==> src/rtl/cpu_pkg.sv <==
// Shared fetch-unit types and defaults: state encoding, reset PC, ROM size.
// Also holds the saturating counter helper used by the fetch controller.
package cpu_pkg;

  typedef enum logic [1:0] {
    ST_RUN   = 2'd0,
    ST_STALL = 2'd1,
    ST_HALT  = 2'd2
  } fetch_state_t;

  localparam logic [31:0] DEF_RESET_PC  = 32'h0000_0000;
  localparam int          DEF_ROM_WORDS = 32;

  function automatic logic [15:0] sat_inc16(input logic [15:0] v);
    return (v == 16'hFFFF) ? v : v + 16'd1;
  endfunction

endpackage

==> src/rtl/npc_calc.sv <==
// Combinational next-PC selection: jump target, then taken branch, then PC+4.
// Zero latency; when neither redirect applies the immediate bits never reach the output.
module npc_calc (
  input  logic [31:0] i_pc_plus4,
  input  logic [25:0] i_imm26,
  input  logic        i_branch,
  input  logic        i_branch_ne,
  input  logic        i_zero,
  input  logic        i_jump,
  output logic [31:0] o_next_pc
);

  logic        w_taken;
  logic [31:0] w_branch_target;
  logic [31:0] w_jump_target;

  assign w_taken         = (i_branch & i_zero) | (i_branch_ne & ~i_zero);
  assign w_branch_target = i_pc_plus4 + {{14{i_imm26[15]}}, i_imm26[15:0], 2'b00};
  assign w_jump_target   = {i_pc_plus4[31:28], i_imm26, 2'b00};

  always_comb begin
    o_next_pc = i_pc_plus4;
    if (i_jump) begin
      o_next_pc = w_jump_target;
    end else if (w_taken) begin
      o_next_pc = w_branch_target;
    end
  end

endmodule

==> src/rtl/pc_fetch_ctrl.sv <==
// Program counter, run/stall/halt control and saturating instruction counter.
// Redirects land on the next rising edge; an out-of-range next PC halts until Reset.
module pc_fetch_ctrl
  import cpu_pkg::*;
#(
  parameter logic [31:0] RESET_PC  = DEF_RESET_PC,
  parameter int          ROM_WORDS = DEF_ROM_WORDS
) (
  input  logic        CLK,
  input  logic        Reset,
  input  logic [31:0] Inst,
  input  logic        Branch,
  input  logic        BranchNe,
  input  logic        Zero,
  input  logic        Jump,
  input  logic        Stall,
  output logic [31:0] Addr,
  output logic [31:0] PCPlus4,
  output logic        Halted,
  output logic [15:0] InstCount
);

  localparam logic [31:0] ROM_BYTES = 32'(ROM_WORDS * 4);

  fetch_state_t r_state;
  logic [31:0]  r_addr;
  logic         r_halted;
  logic [15:0]  r_inst_count;

  logic [31:0]  w_next_pc;
  logic         w_in_range;
  logic [5:0]   w_unused_opcode;

  assign w_unused_opcode = Inst[31:26];
  assign PCPlus4         = r_addr + 32'd4;
  assign w_in_range      = (w_next_pc < ROM_BYTES);

  npc_calc u_npc_calc (
    .i_pc_plus4  (PCPlus4),
    .i_imm26     (Inst[25:0]),
    .i_branch    (Branch),
    .i_branch_ne (BranchNe),
    .i_zero      (Zero),
    .i_jump      (Jump),
    .o_next_pc   (w_next_pc)
  );

  always_ff @(posedge CLK or posedge Reset) begin
    if (Reset) begin
      r_state      <= ST_RUN;
      r_addr       <= RESET_PC;
      r_halted     <= 1'b0;
      r_inst_count <= 16'd0;
    end else begin
      case (r_state)
        ST_RUN, ST_STALL: begin
          if (Stall) begin
            r_state <= ST_STALL;
          end else if (w_in_range) begin
            r_state      <= ST_RUN;
            r_addr       <= w_next_pc;
            r_inst_count <= sat_inc16(r_inst_count);
          end else begin
            // The instruction at the last legal address still retires.
            r_state      <= ST_HALT;
            r_halted     <= 1'b1;
            r_inst_count <= sat_inc16(r_inst_count);
          end
        end
        ST_HALT: begin
          r_state <= ST_HALT;
        end
        default: begin
          r_state <= ST_HALT;
          r_halted <= 1'b1;
        end
      endcase
    end
  end

  assign Addr      = r_addr;
  assign Halted    = r_halted;
  assign InstCount = r_inst_count;

endmodule

==> config.mk <==
export PLATFORM = sky130hd
export DESIGN_NAME = pc_fetch_ctrl
export DESIGN_NICKNAME = d
export VERILOG_FILES = /design/src/rtl/cpu_pkg.sv /design/src/rtl/npc_calc.sv /design/src/rtl/pc_fetch_ctrl.sv
export SDC_FILE = /design/constraint.sdc
export NUM_CORES = 1
export LEC_CHECK = 0
export ABC_AREA = 1
export CORE_MARGIN = 2
export CORE_UTILIZATION = 57
export CTS_CLUSTER_DIAMETER = 200
export DETAILED_ROUTE_END_ITERATION = 10
export PLACE_DENSITY = 0.85
export SLEW_MARGIN = 20
export SYNTH_ARGS = -nofsm -noshare
export SYNTH_HDL_FRONTEND = slang
export SYNTH_SLANG_ARGS = --single-unit
==> constraint.sdc <==
create_clock -name CLK -period 10.05 [get_ports CLK]
set_clock_uncertainty 0.1 [all_clocks]
set_input_delay 3.015 -clock CLK [delete_from_list [all_inputs] [get_ports CLK]]
set_output_delay 3.015 -clock CLK [all_outputs]
set_load 0.05 [all_outputs]
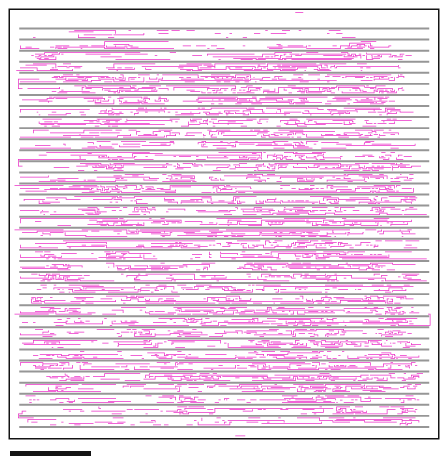
run_1/met1.png
The bar under the picture is 20 um long. Supply wires on this layer in gray.
longest straight run = 37.3 um
nets with wire on the layer = 1,088
share of all routed wire = 43%

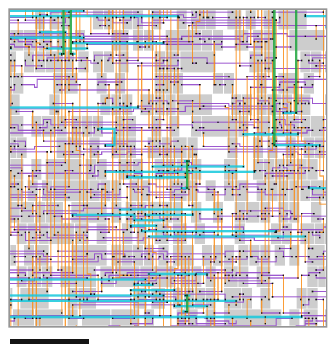
run_1/zoom.png
The bar under the picture is 10 um long. Window x 59 to 99, y 6 to 46 um. Cells in gray, sequential cells in the stronger gray; small squares are vias.
cyan -> met3
green -> met4
purple -> met1
orange -> met2
cells with their middle in the window = 239
sequential cells in the window = 0
most frequent = nand2_1 (97), inv_1 (50), nand3_1 (25)

==> impl_summary.log, run 1 <==
[report] implementation figures
[metrics] max incr delay on CP: just under 0.8 ns
[metrics] RSZ-0062 raised after global routing: false
[metrics] post-layout period usage of the worst path: 0.6915
[metrics] via total after detailed routing: between 6,000 and 7,000
[metrics] r2r worst-path depth: 23
[metrics] largest net degree at the start of global routing: ~50
[metrics] maximum vdd drop: roughly 120 uV
[metrics] Chip Area, Yosys: slightly below 6000 sq um
[metrics] Post-CTS Hold Fix Bufs: 0
[metrics] Final Routed Wirelength: 18,480 um
[metrics] flip-flop and latch count after synthesis: 49
[metrics] post-detailed-placement half-perimeter wirelength: around 15,000 um
[metrics] initial cell density of the core: 0.5917
[metrics] Antenna Cells: 0
[metrics] first-pass GRT wire length: ~30,000 um
[metrics] total I/O pin count: between 100 and 150
[metrics] fraction of post-synthesis cell area in the top cell type by area: 0.2283
[metrics] timing endpoint of the critical path: Addr[30]
[metrics] routing layer with the top usage in global route: met2
[metrics] Routed Antenna Nets: 0
[metrics] shortest period the worst path allows: roughly 6.9 ns
[metrics] worst slew slack as a fraction of its limit: 0.3295
[metrics] worst min path class: reg2reg
[metrics] start point of the worst hold path: r_state[1]
[metrics] # rows: 36
[metrics] cell breakdown of the critical path: clkdlybuf4s50_1 -> nand2_1 -> o21ai_1 -> buf_4 -> clkinv_1 -> nand2_1 -> inv_1 -> nand2_1 -> nand2_1 -> nor2_1 -> nand3_2 -> nor2_1 -> nand2_1 -> nor2_2 -> a21oi_1
[metrics] buffer count from post-CTS setup fixing: 0
[metrics] root buffer selected by CTS: clkbuf_8
[metrics] top routing layer in use: met4
[metrics] number of global-route vias before repair: roughly 6,300
[metrics] Overall Global Routing Usage: 0.3332
[metrics] antenna violations before repair: 0
[metrics] CP Launch Type: primary input
[metrics] remaining design rule violation count: 0
[metrics] count of buffers inserted at the top-level ports: 109
[metrics] CP top delay family: simple AND/OR/NAND/NOR gates
[metrics] worst setup slack for register-to-register paths: 4.94 ns
[metrics] initial DRC count: roughly 450
[metrics] most instantiated logic cells after routing: nand2_1 (355), inv_1 (172), clkdlybuf4s50_1 (109)
[metrics] Core Box Area: 9864 sq um
[metrics] Mapped Avg Cell Area: between 5 and 6 sq um
[metrics] commonest register cell after synthesis: dfrtp_1
[metrics] die width: ~110 um
[metrics] share of cells above drive strength 1: 0.04297
[metrics] Congestion Overflow GR: 0
[metrics] buffers and inverters on the worst path: 4
[metrics] endpoints failing hold: 0
[metrics] async set-or-reset flop fraction in the synthesized netlist: 1.000
[metrics] result of the run: finished, final reports clean
[metrics] post-CTS clock slew at the launch and capture registers of the worst setup and hold paths: 0.09 ns
[metrics] met1 routed wirelength after detailed routing: ~8000 um
[metrics] routability congestion estimate: about 1
[metrics] most common cell type on the critical path: nand2_1
[metrics] top cell type by total area after synthesis: nand2_1
[metrics] post-synthesis instance area: between 5000 and 6000 sq um
[metrics] synth cell count leaders: nand2_1 (355), inv_1 (173), nand3_1 (94), nor2_1 (80), a21oi_1 (58)
[metrics] post-synthesis cell count: about 1,000
[metrics] area of the die: between 10,000 and 15,000 sq um
[metrics] cell resize tally after clock tree synthesis: 0
[metrics] Max H-tree Level: 2
[metrics] crit-path max FO: 27
[metrics] post-synthesis cell count from yosys: 1,013
[metrics] Final Max-Slew Violation Tally: 0
[metrics] Yosys warnings: 0
[metrics] clock tree from TritonCTS: done
[metrics] transition time of the tightest slew-check pin: about 1 ns
[metrics] met3 wire length: 1578 um
[metrics] Post-synth seq share: 0.2101
[metrics] power density cells: around 67 nW/um^2
[metrics] GR Layer Usage met3: 0.04991
[metrics] vertical die dimension: about 110 um
[metrics] library cell contributing the largest single delay on the critical path: clkinv_1
[metrics] commonest non-fill, non-tap cell in the layout: nand2_1
[metrics] Num CTS Buffers: 5
[metrics] Fmax achieved: about 0.14 GHz
[metrics] RR Startpoint: Addr[2]
[metrics] Crit Reg-Reg Endpoint: Addr[30]
[metrics] count leader, synth: nand2_1
[metrics] Worst Hold Endpoint: r_state[0]
[metrics] arrival time reported for the critical path endpoint: between 6 and 7 ns
[metrics] post-synth tally of flip-flops with integrated enable: 0
[metrics] cell depth of the worst hold path: 1
[metrics] Worst setup startpoint: Zero
[metrics] total length of routed met2 wires: between 8000 and 9000 um
[metrics] count of nets after finishing: approximately 1,200
[metrics] Total Neg Setup Slack: 0 ns
[metrics] total of max-cap violations: 0
[metrics] P&R area growth vs syn: 22.23%
[metrics] Via-to-Cell Ratio: approximately 5.4
[metrics] OpenROAD warning count: 34
[metrics] top cells by area: nand2_1 (23%), dfrtp_1 (21%), inv_1 (11%)
[metrics] Initial DRT Pass Iterations: 5
[metrics] leakage component of the power: just under 4 nW
[metrics] maximum clock path buffer count: 2
[metrics] total stage count of the critical path: 15
[metrics] number of library cell types mapped by synthesis: 38
[metrics] data required time of the critical path: between 10 and 15 ns
[metrics] crit end category: flip-flop
[metrics] insertion delay to the later sink of the worst-skew pair: ~0.30 ns
[metrics] total number of clock tree sinks: between 40 and 50
[metrics] met1 usage: 0.4409
[metrics] path type of the worst setup path: in2reg
[metrics] final setup vio count: 0
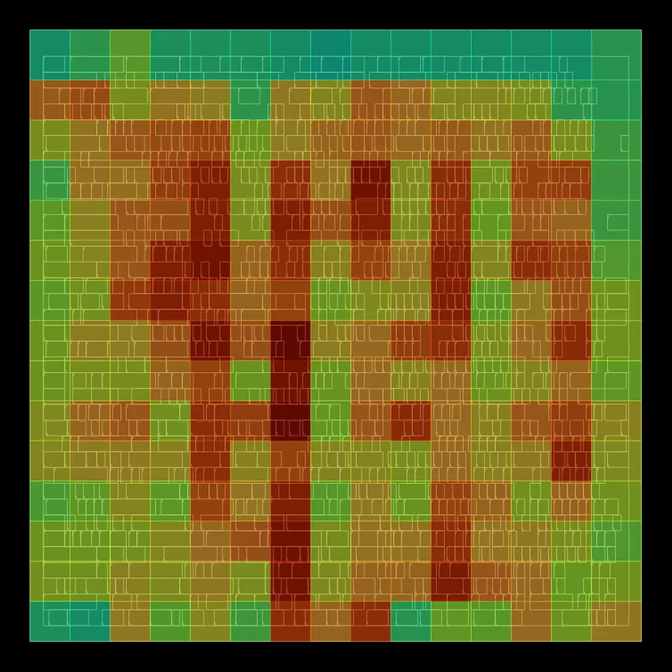
run_1/final_congestion.png
WL/cell: 14.79 um
Post-Route Utilization: 0.7232
met2 usage: 0.5585

## run 1: metrics by stage
| step | power, mW | setup WS, ns | hold slack, ns | cells | cell area, sq um |
|---|---|---|---|---|---|
| after floorplan | 0.3027 | 4.524 | 0.3265 | 1016 | 5848 |
| after global placement | 0.3431 | 2.898 | 0.3421 | 1242 | 7028 |
| after detailed placement | 0.3449 | 2.831 | 0.3461 | 1242 | 7028 |
| after CTS | 0.4760 | 3.148 | 0.3590 | 1250 | 7133 |
| after global routing | 0.5021 | 2.853 | 0.3937 | 1250 | 7134 |
| final | 0.4771 | 3.101 | 0.3574 | 1250 | 7134 |
## run 1: area by class of cell
| cell class | instances | area, sq um |
|---|---|---|
| multi-input combinational | 769 | 3854 |
| fill | 925 | 2730 |
| sequential | 49 | 1226 |
| timing repair buffer | 111 | 1106 |
| inverter | 180 | 676.9 |
| tap | 133 | 166.4 |
| clock buffer | 7 | 96.34 |
| clock inverter | 1 | 8.758 |
## run 1: kinds of logic after synthesis
logic type                 count (synthesis)  synth area share
xor gates and xnor gates                  23           0.03451
DFF                                       49            0.2101
other                                      1         0.0006425
adders and majority gates                 34           0.07417
and+or+nand+nor                          622            0.4714
AOI/OAI and AO/OA                         86           0.07760
buffers and inverters                    198            0.1316
## run 1: where the power goes
part | switching (mW) | leakage [nW] | total [mW] | internal [mW]
registers | 0.00199 | 0.546 | 0.201 | 0.199
clock network | 0.0691 | 0.0549 | 0.133 | 0.0637
logic | 0.0933 | 3.35 | 0.143 | 0.0501
total | 0.164 | 3.95 | 0.477 | 0.313
## run 1: flip-flops by register name, indices dropped and copies added (netlist names)
signal,flops
Addr,30
Halted,1
InstCount,16
r_state,2
==> inputs of run 2 (changes only) <==
--- a/config.mk
+++ b/config.mk
@@ -7,10 +7,10 @@
 export LEC_CHECK = 0
 export ABC_AREA = 1
 export CORE_MARGIN = 2
-export CORE_UTILIZATION = 57
+export CORE_UTILIZATION = 48
 export CTS_CLUSTER_DIAMETER = 200
 export DETAILED_ROUTE_END_ITERATION = 10
-export PLACE_DENSITY = 0.85
+export PLACE_DENSITY = 0.76
 export SLEW_MARGIN = 20
 export SYNTH_ARGS = -nofsm -noshare
 export SYNTH_HDL_FRONTEND = slang
==> constraint.sdc (replaced) <==
create_clock -name CLK -period 5.6 [get_ports CLK]
set_clock_uncertainty 0.1 [all_clocks]
set_input_delay 1.68 -clock CLK [delete_from_list [all_inputs] [get_ports CLK]]
set_output_delay 1.68 -clock CLK [all_outputs]
set_load 0.05 [all_outputs]
==> run 2 against run 1 <==
Sequential power rose by 79%. Sequential share of layout area fell by 0.21 points. Global-route usage fell by 4.8 points. Register-to-register slack got worse by 4.0 ns. First-iteration DRC count rose by 17%. Non-clock buffer count rose by 6. Sequential cell count did not move. Final area rose by 1.2%. Combinational power rose by about 80%. Critical path depth rose by 4. Critical path type unchanged.
==> impl_summary.log, run 2 <==
[report] implementation figures
[metrics] post-detailed-placement half-perimeter wirelength: 14,970 um (was 15,110 um)
[metrics] max incr delay on CP: 0.91 ns (was 0.77 ns)
[metrics] async set-or-reset flop fraction in the synthesized netlist: 1.000 (unchanged)
[metrics] vertical die dimension: 114.3 um (was 105.2 um)
[metrics] cell resize tally after clock tree synthesis: 0 (unchanged)
[metrics] WL/cell: 14.39 um (was 14.79 um)
[metrics] count leader, synth: nand2_1 (unchanged)
[metrics] number of library cell types mapped by synthesis: 38 (unchanged)
[metrics] post-synthesis instance area: 5837 sq um (unchanged)
[metrics] internal power: 0.6089 mW (was 0.3127 mW)
[metrics] buffer count from post-CTS setup fixing: 0 (unchanged)
[metrics] commonest register cell after synthesis: dfrtp_1 (unchanged)
[metrics] path type of the worst setup path: in2reg (unchanged)
[metrics] Chip Area, Yosys: 5837 sq um (unchanged)
[metrics] Core Box Area: 11,960 sq um (was 9864 sq um)
[metrics] met3 wire length: 1303 um (was 1578 um)
[metrics] total of max-cap violations: 0 (unchanged)
[metrics] library cell contributing the largest single delay on the critical path: clkdlybuf4s50_1 (was clkinv_1)
[metrics] post-synthesis cell count from yosys: 1,013 (unchanged)
[metrics] Post-CTS Hold Fix Bufs: 0 (unchanged)
[metrics] routability congestion estimate: 0.9315 (was 0.9937)
[metrics] data required time of the critical path: 5.68 ns (was 10.09 ns)
[metrics] count of nets after finishing: 1,195 (was 1,189)
[metrics] worst min path class: reg2reg (unchanged)
[metrics] antenna violations before repair: 0 (unchanged)
[metrics] worst slew slack as a fraction of its limit: 0.4232 (was 0.3295)
[metrics] leakage component of the power: 3.992 nW (was 3.951 nW)
[metrics] min setup slack post-route: 0.5660 ns (was 3.101 ns)
[metrics] largest net degree at the start of global routing: 50 (unchanged)
[metrics] post-synthesis cell count: 1,013 (unchanged)
[metrics] Post-Route Utilization: 0.6038 (was 0.7232)
[metrics] total length of routed met2 wires: 8258 um (was 8439 um)
[metrics] CP top delay family: simple AND/OR/NAND/NOR gates (unchanged)
[metrics] Routed Antenna Nets: 0 (unchanged)
[metrics] sequential share of power: 0.400 (was 0.421)
[metrics] share of cells above drive strength 1: 0.04639 (was 0.04297)
[metrics] share of power burned in the clock network: 0.314 (was 0.278)
[metrics] initial cell density of the core: 0.4880 (was 0.5917)
[metrics] most instantiated logic cells after routing: nand2_1 (355), inv_1 (172), clkdlybuf4s50_1 (109) (unchanged)
[metrics] Yosys warnings: 0 (unchanged)
[metrics] top routing layer in use: met4 (unchanged)
[metrics] count of buffers inserted at the top-level ports: 109 (unchanged)
[metrics] final setup vio count: 0 (unchanged)
[metrics] power density cells: 124.7 nW/um^2 (was 66.87 nW/um^2)
[metrics] Fmax achieved: between 0.15 and 0.2 GHz
[metrics] RSZ-0062 raised after global routing: false (unchanged)
[metrics] crit-path max FO: 15 (was 27)
[metrics] flip-flop and latch count after synthesis: 49 (unchanged)
[metrics] Overall Global Routing Usage: 0.2850 (was 0.3332)
[metrics] area of the die: 13,060 sq um (was 11,070 sq um)
[metrics] Total Neg Setup Slack: 0 ns (unchanged)
[metrics] Via-to-Cell Ratio: 5.271 (was 5.402)
[metrics] buffers and inverters on the worst path: 3 (was 4)
[metrics] P&R area growth vs syn: 23.73% (was 22.23%)
[metrics] first-pass GRT wire length: 29,810 um (was 29,890 um)
[metrics] cell breakdown of the critical path: clkdlybuf4s50_1 -> ha_1 -> nand2_1 -> inv_1 -> nand2_1 -> nand3_1 -> a21oi_1 -> nor2_1 -> nor2_1 -> nand2_1 -> nand2_1 -> nand3_1 -> nand2_1 -> nand2_1 -> inv_1 -> nand3_1 -> nor2_2 -> nand3_4 -> and2_1 (was clkdlybuf4s50_1 -> nand2_1 -> o21ai_1 -> buf_4 -> clkinv_1 -> nand2_1 -> inv_1 -> nand2_1 -> nand2_1 -> nor2_1 -> nand3_2 -> nor2_1 -> nand2_1 -> nor2_2 -> a21oi_1)
[metrics] clock tree from TritonCTS: done (unchanged)
[metrics] maximum vdd drop: 156.4 uV (was 115.6 uV)
[metrics] result of the run: finished, final reports clean (unchanged)
[metrics] CP Launch Type: primary input (unchanged)
[metrics] pre-CTS setup slack: 0.4020 ns (was 2.831 ns)
[metrics] area of placed instances: 7091 sq um (was 7028 sq um)
[metrics] post-CTS clock slew at the launch and capture registers of the worst setup and hold paths: 0.06 ns (was 0.09 ns)
[metrics] Initial DRT Pass Iterations: 7 (was 5)
[metrics] number of global-route vias before repair: 6,195 (was 6,253)
[metrics] root buffer selected by CTS: clkbuf_16 (was clkbuf_8)
[metrics] crit end category: flip-flop (unchanged)
[run 2: cell types whose count changed in the layout (fill, tap and decap cells not counted), sizes merged]
| cell | delta |
|---|---|
| buf | +6 |
| clkbuf | -2 |
| clkinv | +1 |
| inv | -1 |
[run 2: final timing paths]
kind,start,slack (ns),endpoint,cells past startpoint
max reg2reg,Addr[2],0.96,Addr[27],25
max in group asynchronous,Reset,3.13,Addr[6],2
max,Inst[15],0.57,Addr[27],19
min reg2reg,r_state[1],0.36,r_state[0],1
min,r_state[1],0.36,r_state[0],1
min in group asynchronous,Reset,1.77,InstCount[5],2
[run 2: power groups by stage]
stage               Combinational (mW)  Clock, mW  Sequential [mW]
CTS                              0.255      0.291            0.360
floorplan                        0.165          0            0.378
finish                           0.258      0.282            0.360
detailed placement               0.254          0            0.367
global placement                 0.252          0            0.367
global route                     0.290      0.303            0.361
[run 2: per-stage QoR]
| stage | power, mW | instances |
|---|---|---|
| after global placement | 0.6186 | 1262 |
| after CTS | 0.9060 | 1268 |
| after floorplan | 0.5432 | 1016 |
| final | 0.9004 | 1268 |
| after detailed placement | 0.6206 | 1262 |
| after global routing | 0.9537 | 1268 |
[run 2: layout make-up]
type	count	area [sq um]	area share
multi-input cells	769	3854	0.5336
flip-flops and latches	49	1226	0.1698
repair buffers	117	1151	0.1594
inverters	180	676.9	0.09373
well taps	147	183.9	0.02547
clock buffers	5	125.1	0.01733
clock inverters	1	5.005	0.0006930
[run 2: kinds of logic after synthesis]
logic type               share of synthesized area
AND/OR/NAND/NOR                             0.4714
buffers and inverters                       0.1316
AND-OR/OR-AND                              0.07760
flip-flops                                  0.2101
adder cells (fa/ha/maj)                    0.07417
XOR/XNOR                                   0.03451
other                                    0.0006425
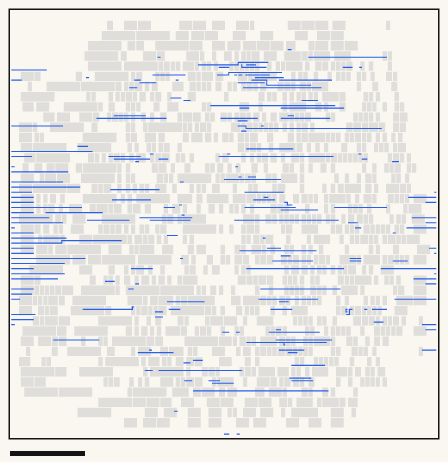
run_2/met3.png
The bar under the picture is 20 um long.
longest straight run = 36.1 um
share of all routed wire = 7.1%
nets with wire on the layer = 146
wire length on this layer = 1,300 um
via total after detailed routing: 6,684
Final Routed Wirelength: 18,250 um

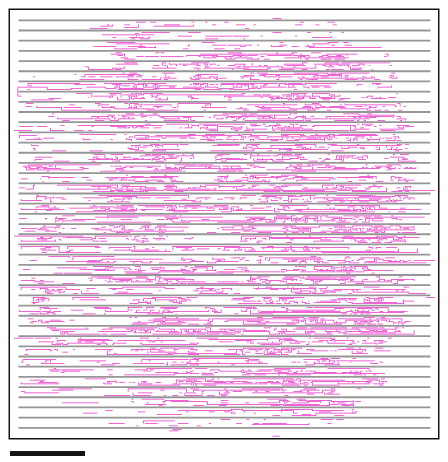
run_2/met1.png
The bar under the picture is 20 um long. Supply wires on this layer in gray.
share of all routed wire = 43%
longest straight run = 36.3 um
nets with wire on the layer = 1,089
main direction = horizontal
met1 usage: 0.3760

==> inputs of run 3 (changes only) <==
--- a/config.mk
+++ b/config.mk
@@ -5,9 +5,8 @@
 export SDC_FILE = /design/constraint.sdc
 export NUM_CORES = 1
 export LEC_CHECK = 0
-export ABC_AREA = 1
 export CORE_MARGIN = 2
-export CORE_UTILIZATION = 48
+export CORE_UTILIZATION = 46
 export CTS_CLUSTER_DIAMETER = 200
 export DETAILED_ROUTE_END_ITERATION = 10
 export PLACE_DENSITY = 0.76
==> run 3 against run 2 <==
Cell count is 27% lower. Via count is 19% lower. Highest routed layer unchanged. Sequential share of layout area is 0.23 points higher. First-iteration DRC count is 39% lower. Critical endpoint is now Addr[3]. Hold slack better by 0.025 ns. Clock power is 24% lower. Routed wire length is 6.3% lower.
==> impl_summary.log, run 3 <==
[report] implementation figures
[metrics] result of the run: finished, final reports clean (unchanged)
[metrics] number of filler instances in the final layout: 806 (was 1,189)
[metrics] synth cell count leaders: nand2_1 (53), dfrtp_1 (49), xnor2_1 (43), a21oi_1 (37), nor2_1 (34) (was nand2_1 (355), inv_1 (173), nand3_1 (94), nor2_1 (80), a21oi_1 (58))
[metrics] Hold Worst Slack: 0.3835 ns (was 0.3584 ns)
[metrics] OpenROAD warning count: 34 (unchanged)
[metrics] share of cells above drive strength 1: 0.2243 (was 0.04639)
[metrics] total I/O pin count: 120 (unchanged)
[metrics] leakage component of the power: 3.383 nW (was 3.992 nW)
[metrics] Worst setup startpoint: Inst[1] (was Inst[15])
[metrics] shortest period the worst path allows: 5.486 ns (was 5.034 ns)
[metrics] post-CTS clock slew at the launch and capture registers of the worst setup and hold paths: 0.09 ns (was 0.06 ns)
[metrics] top cells by area: dfrtp_1 (26%), ha_1 (8.6%), xnor2_1 (7.9%) (was nand2_1 (23%), dfrtp_1 (21%), inv_1 (11%))
[metrics] cell breakdown of the critical path: clkdlybuf4s50_1 -> fa_2 -> a21o_1 -> a211oi_4 -> nor3_4 -> o311a_1 -> or4_4 -> a2111oi_4 -> buf_4 -> o2111ai_1 -> nand4b_1 -> nor4_4 -> buf_6 -> mux2_2 (was clkdlybuf4s50_1 -> ha_1 -> nand2_1 -> inv_1 -> nand2_1 -> nand3_1 -> a21oi_1 -> nor2_1 -> nor2_1 -> nand2_1 -> nand2_1 -> nand3_1 -> nand2_1 -> nand2_1 -> inv_1 -> nand3_1 -> nor2_2 -> nand3_4 -> and2_1)
[metrics] post-synthesis cell count: 580 (was 1,013)
[metrics] max incr delay on CP: 0.48 ns (was 0.91 ns)
[metrics] post-synth tally of flip-flops with integrated enable: 0 (unchanged)
[metrics] Worst Hold Endpoint: Halted (was r_state[0])
[metrics] met3 wire length: 1075 um (was 1303 um)
[metrics] total number of clock tree sinks: 49 (unchanged)
[metrics] CP top delay family: AND-OR/OR-AND gates (was simple AND/OR/NAND/NOR gates)
[metrics] total stage count of the critical path: 14 (was 19)
[metrics] count leader, synth: nand2_1 (unchanged)
[metrics] Mapped Avg Cell Area: 8.262 sq um (was 5.762 sq um)
[metrics] P&R area growth vs syn: 50.18% (was 23.73%)
[metrics] area of the die: 11,250 sq um (was 13,060 sq um)
[metrics] post-detailed-placement half-perimeter wirelength: 14,180 um (was 14,970 um)
[metrics] final setup vio count: 0 (unchanged)
[metrics] WL/cell: 18.49 um (was 14.39 um)
[metrics] max FFs per register: 30 (unchanged)
[metrics] clock tree from TritonCTS: done (unchanged)
[metrics] met2 usage: 0.5171 (was 0.4679)
[metrics] RR Startpoint: Addr[2] (unchanged)
[metrics] total of max-cap violations: 0 (unchanged)
[metrics] buffers and inverters on the worst path: 3 (unchanged)
[metrics] number of global-route vias before repair: 5,366 (was 6,195)
[metrics] Max H-tree Level: 2 (unchanged)
[metrics] insertion delay to the later sink of the worst-skew pair: 0.30 ns (was 0.29 ns)
[metrics] Initial DRT Pass Iterations: 5 (was 7)
[metrics] Chip Area, Yosys: 4792 sq um (was 5837 sq um)
[metrics] r2r worst-path depth: 18 (was 25)
[metrics] post-layout period usage of the worst path: 0.9797 (was 0.8989)
[metrics] antenna violations before repair: 0 (unchanged)
[metrics] Post-synth seq share: 0.2559 (was 0.2101)
[metrics] crit-path max FO: 8 (was 15)
[metrics] met1 usage: 0.4012 (was 0.3760)
[metrics] min setup slack post-route: 0.1136 ns (was 0.5660 ns)
[metrics] routability congestion estimate: 1.016 (was 0.9315)
[metrics] power density cells: 106.3 nW/um^2 (was 124.7 nW/um^2)
[metrics] crit end category: flip-flop (unchanged)
[metrics] die width: 106.1 um (was 114.3 um)
[metrics] number of library cell types mapped by synthesis: 62 (was 38)
[metrics] Crit Reg-Reg Endpoint: Addr[3] (was Addr[27])
[metrics] Fmax achieved: 0.1823 GHz (was 0.1987 GHz)
[metrics] Final Max-Slew Violation Tally: 0 (unchanged)
[metrics] worst min path class: reg2reg (unchanged)
[metrics] fraction of post-synthesis cell area in the top cell type by area: 0.2559 (was 0.2283)
[metrics] remaining design rule violation count: 0 (unchanged)
[metrics] commonest register cell after synthesis: dfrtp_1 (unchanged)
[metrics] Via-to-Cell Ratio: 5.866 (was 5.271)
[metrics] Overall Global Routing Usage: 0.3018 (was 0.2850)
[metrics] initial DRC count: 321 (was 524)
[metrics] post-synthesis cell count from yosys: 580 (was 1,013)
[metrics] path type of the worst setup path: in2reg (unchanged)
[metrics] Antenna Cells: 0 (unchanged)
[metrics] initial cell density of the core: 0.4684 (was 0.4880)
[metrics] cell depth of the worst hold path: 1 (unchanged)
[metrics] count of nets after finishing: 861 (was 1,195)
[metrics] first-pass GRT wire length: 26,980 um (was 29,810 um)
[metrics] RSZ-0062 raised after global routing: false (unchanged)
[metrics] top routing layer in use: met4 (unchanged)
[metrics] transition time of the tightest slew-check pin: 0.9633 ns (was 0.8641 ns)
[metrics] Final Routed Wirelength: 17,100 um (was 18,250 um)
[metrics] endpoints failing hold: 0 (unchanged)
[metrics] most instantiated logic cells after routing: buf_4 (114), clkdlybuf4s50_1 (107), nand2_1 (53) (was nand2_1 (355), inv_1 (172), clkdlybuf4s50_1 (109))
[metrics] flip-flop and latch count after synthesis: 49 (unchanged)
[metrics] count of buffers inserted at the top-level ports: 109 (unchanged)
[metrics] library cell contributing the largest single delay on the critical path: clkdlybuf4s50_1 (unchanged)
[metrics] routing layer with the top usage in global route: met2 (unchanged)
[metrics] Routed Antenna Nets: 0 (unchanged)
[metrics] via total after detailed routing: 5,426 (was 6,684)
[metrics] post-synthesis instance area: 4792 sq um (was 5837 sq um)
[metrics] CP Launch Type: primary input (unchanged)
[metrics] async set-or-reset flop fraction in the synthesized netlist: 1.000 (unchanged)
[metrics] GR Layer Usage met3: 0.02452 (was 0.03653)
[metrics] start point of the worst hold path: Halted (was r_state[1])
[metrics] pre-CTS setup slack: -0.4982 ns (was 0.4020 ns)
[metrics] timing endpoint of the critical path: Addr[3] (was Addr[27])
[metrics] maximum vdd drop: 227.3 uV (was 156.4 uV)
[metrics] Num CTS Buffers: 5 (unchanged)
[metrics] total length of routed met2 wires: 8335 um (was 8258 um)
[metrics] Yosys warnings: 0 (unchanged)
[metrics] worst slew slack as a fraction of its limit: 0.3569 (was 0.4232)
[metrics] vertical die dimension: 106.1 um (was 114.3 um)
[metrics] Congestion Overflow GR: 0 (unchanged)
[metrics] worst setup slack for register-to-register paths: 0.34 ns (was 0.96 ns)
[metrics] root buffer selected by CTS: clkbuf_8 (was clkbuf_16)
[metrics] data required time of the critical path: 5.69 ns (was 5.68 ns)
[metrics] met1 routed wirelength after detailed routing: 7198 um (was 7932 um)
[metrics] Core Box Area: 10,230 sq um (was 11,960 sq um)
[metrics] top cell type by total area after synthesis: dfrtp_1 (was nand2_1)
[metrics] arrival time reported for the critical path endpoint: 5.58 ns (was 5.11 ns)
[metrics] largest net degree at the start of global routing: 50 (unchanged)
[metrics] Placed Instances: 914 (was 1,262)
[metrics] maximum clock path buffer count: 2 (unchanged)
[metrics] # rows: 37 (was 40)
==> run 3: cell count changes after synthesis, moves of 29 or more <==
cell and change:
nand2_1 -302, inv_1 -161, nand3_1 -74, nor2_1 -46
xnor2_1 +37, nor2b_1 +29
==> run 3: final cells by class <==
type / count / area [sq um] / share of cell area
multi-input combinational: 496 / 3685 / 0.5120
timing repair buffer: 224 / 1963 / 0.2728
sequential: 49 / 1239 / 0.1721
tap: 136 / 170.2 / 0.02364
clock buffer: 5 / 68.82 / 0.009562
inverter: 12 / 45.04 / 0.006259
clock inverter: 3 / 26.28 / 0.003651
==> run 3: cell families (layout without fill, tap and decap cells) <==
kind of cell | after synthesis | count (layout) | share of synthesized area
compound gates | 153 | 153 | 0.2191
simple gates | 228 | 228 | 0.2520
other cells | 1 | 4 | 0.0007825
fa+ha+maj | 34 | 34 | 0.09034
xor+xnor | 64 | 64 | 0.1170
buf+inv | 38 | 244 | 0.03655
flops | 49 | 49 | 0.2559
mux | 13 | 13 | 0.02846
==> run 3: what timing repair did <==
| action | 4_1_cts | 5_1_grt |
|---|---|---|
| setup buffers | 1 | 2 |
| pin swaps | 4 | 6 |
| hold buffers | 0 | 0 |
| setup endpoints to repair | 30 | 31 |
| resized | 4 | 7 |
==> run 3: power breakdown <==
group          switching [mW]  internal [mW]
logic                   0.107         0.0846
clock network           0.122         0.0908
registers             0.00387          0.357
total                   0.233          0.532
==> run 3: per-stage QoR <==
stage	util	instance area (sq um)	power, mW	TNS, ns
6_report	0.7034	7197	0.7648	0
5_1_grt	0.7034	7197	0.7980	0
4_1_cts	0.6984	7146	0.7651	0
3_5_place_dp	0.6868	7027	0.5527	-12.68
3_3_place_gp	0.6868	7027	0.5491	-12.07
2_1_floorplan	-	5055	0.4674	0
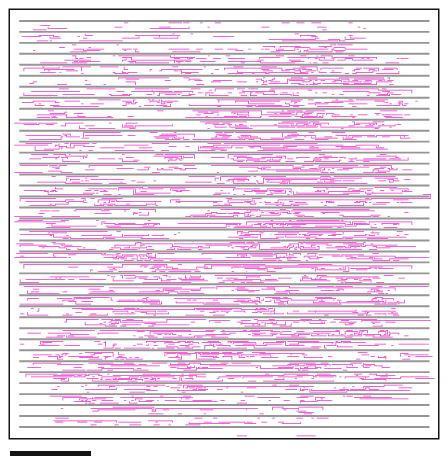
run_3/met1.png
The bar under the picture is 20 um long. Supply wires on this layer in gray.
share of all routed wire = 42%
wire length on this layer = 7,200 um
longest straight run = 31.3 um
main direction = horizontal

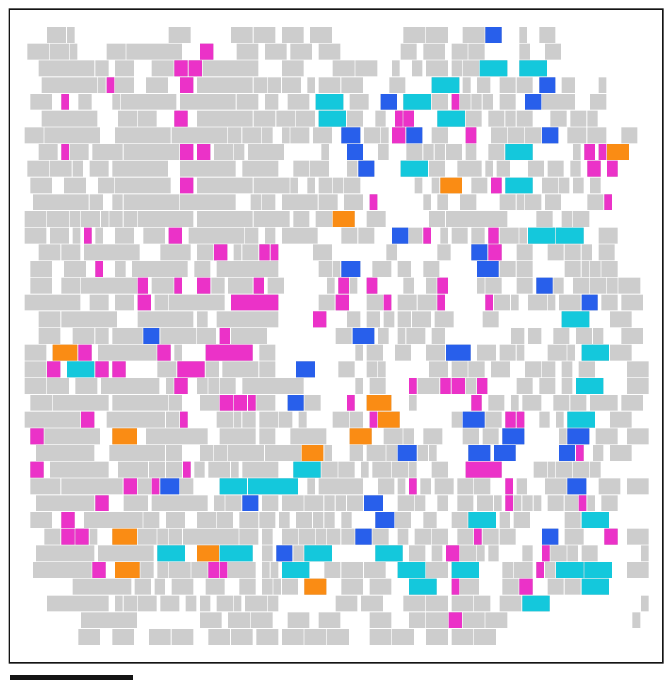
run_3/gate_families.png
The bar under the picture is 20 um long.
cyan -> adder and majority cells  # cells 34
blue -> AND-OR and OR-AND gates  # cells 35
orange -> multiplexers  # cells 13
magenta -> NOR gates  # cells 95, where widely spread
combinational fraction of the cell area: 0.5120
number of standard cells in the final layout excluding fillers: 925
commonest non-fill, non-tap cell in the layout: buf_4

Power figures rest on the tool's default switching activity, not on a simulated workload.
